--- src/rtl/nibble_serial_adder.sv ---
// ============================================================================
//  Module      : nibble_serial_adder
//  Description : WIDTH-bit add/subtract computed one nibble per cycle on a
//                single shared 4-bit ripple-carry datapath, valid/ready I/O.
//  Revision    : 1.0 - initial release
// ============================================================================
`default_nettype none

module ripple_carry_adder4 (
  input  logic [3:0] i_p,
  input  logic [3:0] i_q,
  input  logic       i_c0,
  output logic [4:0] o_r
);
  always_comb begin
    logic w_c;
    o_r = '0;
    w_c = i_c0;
    for (int k = 0; k < 4; k++) begin
      o_r[k] = i_p[k] ^ i_q[k] ^ w_c;
      w_c    = (i_p[k] & i_q[k]) | (w_c & (i_p[k] ^ i_q[k]));
    end
    o_r[4] = w_c;
  end
endmodule

module nibble_serial_adder #(
  parameter int WIDTH = 16
) (
  input  logic             clk,
  input  logic             rst_n,
  input  logic             in_valid,
  output logic             in_ready,
  input  logic [WIDTH-1:0] a,
  input  logic [WIDTH-1:0] b,
  input  logic             sub,
  input  logic             cin,
  output logic             out_valid,
  input  logic             out_ready,
  output logic [WIDTH-1:0] sum,
  output logic             cout,
  output logic             busy
);
  localparam int NIB = WIDTH / 4;
  localparam int IW  = $clog2(NIB);

  typedef enum logic [1:0] {
    S_IDLE = 2'd0,
    S_BUSY = 2'd1,
    S_DONE = 2'd2
  } state_t;

  state_t           r_state;
  state_t           w_state_nxt;
  logic [WIDTH-1:0] r_a;
  logic [WIDTH-1:0] r_b;
  logic [WIDTH-1:0] r_sum;
  logic             r_carry;
  logic             r_cout;
  logic [IW-1:0]    r_idx;
  logic [4:0]       w_r;
  logic             w_last;

  // Operands are shifted right so the active nibble always sits at [3:0].
  ripple_carry_adder4 u_rca (
    .i_p  (r_a[3:0]),
    .i_q  (r_b[3:0]),
    .i_c0 (r_carry),
    .o_r  (w_r)
  );

  assign w_last = (r_idx == IW'(NIB - 1));

  always_ff @(posedge clk or negedge rst_n) begin
    if (!rst_n) r_state <= S_IDLE;
    else        r_state <= w_state_nxt;
  end

  always_comb begin
    w_state_nxt = r_state;
    case (r_state)
      S_IDLE:  if (in_valid)  w_state_nxt = S_BUSY;
      S_BUSY:  if (w_last)    w_state_nxt = S_DONE;
      S_DONE:  if (out_ready) w_state_nxt = S_IDLE;
      default:                w_state_nxt = S_IDLE;
    endcase
  end

  always_ff @(posedge clk or negedge rst_n) begin
    if (!rst_n) begin
      r_a     <= '0;
      r_b     <= '0;
      r_sum   <= '0;
      r_carry <= 1'b0;
      r_cout  <= 1'b0;
      r_idx   <= '0;
    end else begin
      case (r_state)
        S_IDLE: if (in_valid) begin
          r_a     <= a;
          r_b     <= sub ? ~b : b;
          r_carry <= sub ? 1'b1 : cin;
          r_idx   <= '0;
        end
        S_BUSY: begin
          r_a     <= r_a >> 4;
          r_b     <= r_b >> 4;
          // Result nibbles enter from the top, landing in place after NIB steps.
          r_sum   <= {w_r[3:0], r_sum[WIDTH-1:4]};
          r_carry <= w_r[4];
          r_idx   <= r_idx + IW'(1);
          if (w_last) r_cout <= w_r[4];
        end
        default: ;
      endcase
    end
  end

  assign in_ready  = (r_state == S_IDLE);
  assign busy      = (r_state != S_IDLE);
  assign out_valid = (r_state == S_DONE);
  assign sum       = r_sum;
  assign cout      = r_cout;
endmodule

`default_nettype wire

--- config.mk ---
export PLATFORM = sky130hd
export DESIGN_NAME = nibble_serial_adder
export DESIGN_NICKNAME = d
export VERILOG_FILES = /design/src/rtl/nibble_serial_adder.sv
export SDC_FILE = /design/constraint.sdc
export NUM_CORES = 1
export LEC_CHECK = 0
export ABC_AREA = 0
export ABC_CLOCK_PERIOD_IN_PS = 3280
export CORE_ASPECT_RATIO = 0.7
export CORE_MARGIN = 5
export CORE_UTILIZATION = 56
export CTS_BUF_LIST = sky130_fd_sc_hd__clkbuf_4
export CTS_CLUSTER_DIAMETER = 50
export DETAILED_ROUTE_END_ITERATION = 12
export PLACE_DENSITY = 0.88
export REMOVE_ABC_BUFFERS = 1
export SLEW_MARGIN = 20
export SYNTH_ARGS = -nofsm -noshare
export SYNTH_HDL_FRONTEND = slang
export SYNTH_SLANG_ARGS = --single-unit
--- constraint.sdc ---
create_clock -name clk -period 3.28 [get_ports clk]
set_input_delay 0.656 -clock clk [delete_from_list [all_inputs] [get_ports clk]]
set_output_delay 0.656 -clock clk [all_outputs]
set_load 0.01 [all_outputs]
M1 wires:
Drawn at 4 px/µm. Supply wires on this layer in grey. Cells faint in the background.
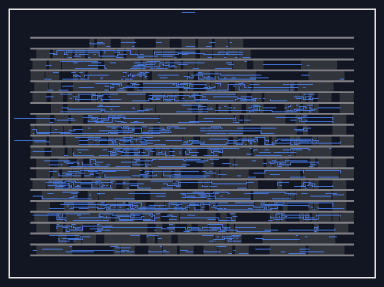
- nets with wire on the layer: 316
- longest straight run: 31.3 µm

The metal 2 layer:
Drawn at 4 px/µm.
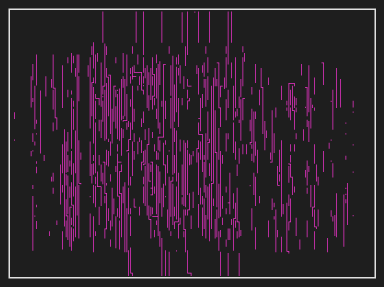
- main direction: vertical
- share of all routed wire: 47%

M3 wires:
Drawn at 6 px/µm. Cells faint in the background.
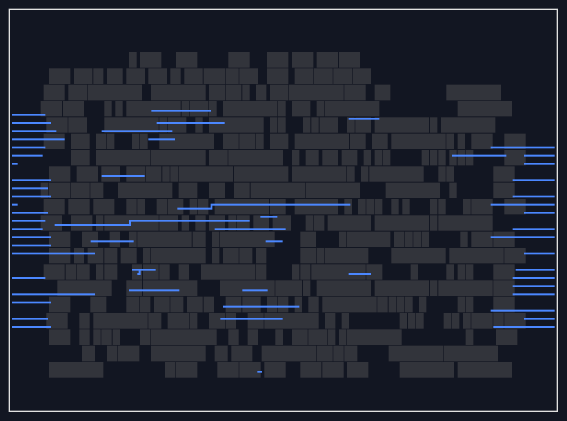
- nets with wire on the layer: 51
- main direction: horizontal
- longest straight run: 23.0 µm

Congestion heat map:
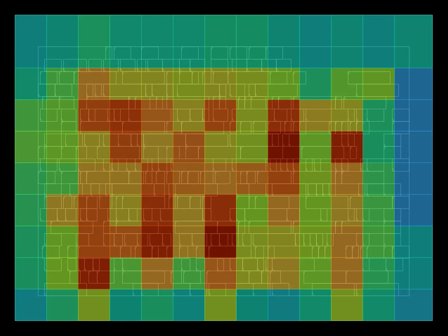
total track usage: 19.7%
final design utilization: 73.7%
GRT Max-Usage Layer: met2
met2 GRT Util: 32.0%

Clock network drawn from the DEF:
Drawn at 3 px/µm.
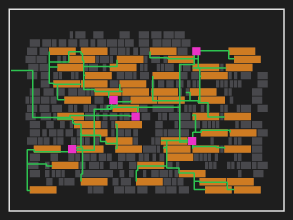
- clock wires: green (length 568 µm)
- clock drivers: magenta (count 5)
- flip-flops: orange (count 54)
- flops lie: spread over the die

==> job_summary.md <==
### Flow metrics

| Metric | Value |
|---|---|
| Max Root-Sink Buffers | `2` |
| Synthesized flop and latch total | `54` |
| Rel. slew slack | `30.8%` |
| Top Ports | `58` |
| Final Setup Violations | `0` |
| Crit path DAT | `1.89 ns` |
| Met1 WL | `2450 µm` |
| Bufs and invs on worst path | `2` |
| Cycle use final | `77.5%` |
| Post-Syn Area | `2580 µm²` |
| Worst slack, placed | `1.02 ns` |
| Adder share | `3.59%` |
| Hold Path Class | `in -> async` |
| Reg power frac | `43.9%` |
| Pins over their slew limit | `0` |
| First-pass GRT wire length | `9530 µm` |
| Biggest consumer | `registers` |
| Seq. pwr | `1.18 mW` |
| OpenROAD warning count | `25` |
| Slowest CP cell | `dfrtp_1` |
| Comb. pwr | `1.16 mW` |
| Post-cts sizing count | `0` |
| Hpwl dp | `4120 µm` |
| Yosys stat area | `2580 µm²` |
| Gate power share | `43.2%` |
| Status | `complete, no violations` |
[Yosys cell counts]
master | number | area, µm²
o211ai_1 | 4 | 30.0
buf_2 | 11 | 55.1
buf_4 | 1 | 7.51
nand2b_1 | 2 | 12.5
o221ai_1 | 8 | 70.1
ha_1 | 1 | 12.5
o21bai_1 | 2 | 15.0
nor2_1 | 2 | 7.51
xnor2_1 | 16 | 140
nand2_1 | 82 | 308
nor2b_1 | 12 | 75.1
o21ai_0 | 17 | 85.1
a21oi_1 | 10 | 50.1
nor2_2 | 1 | 6.26
dfrtp_1 | 54 | 1350
a22o_1 | 1 | 8.76
buf_1 | 1 | 3.75
or2_2 | 1 | 6.26
inv_1 | 10 | 37.5
o21ai_1 | 9 | 45.0
clkbuf_1 | 7 | 26.3
fa_1 | 4 | 80.1
a2bb2oi_1 | 2 | 17.5
nand3b_1 | 1 | 7.51
a22oi_1 | 16 | 120
[worst max-delay path by stage]
stage | cells after the start | end | startpoint
final | 3 | out_valid | r_state[0]
after global routing | 3 | busy | r_state[0]
after CTS | 3 | out_valid | r_state[0]
after detailed placement | 5 | r_a[5] | in_valid
after global placement | 8 | sum[15] | r_a[0]
after floorplan | 3 | r_b[0] | r_state[0]
[final cells by class]
cell class / count / area [µm²]
Sequential cell: 54 / 1350
Timing Repair Buffer: 64 / 618
Clock inverter: 2 / 33.8
Multi-Input combinational cell: 191 / 1100
Inverter: 10 / 37.5
Fill cell: 338 / 1160
Clock buffer: 5 / 37.5
Tap cell: 55 / 68.8
[metrics by stage]
step                cell area, µm²  hold slack (ns)  instances
floorplan                     2490            0.360        255
global placement              3180            0.456        374
detailed placement            3180            0.471        374
CTS                           3250            0.414        381
global route                  3250            0.454        381
finish                        3250            0.383        381
No activity file was given, so power comes from the tool's default toggle rates.
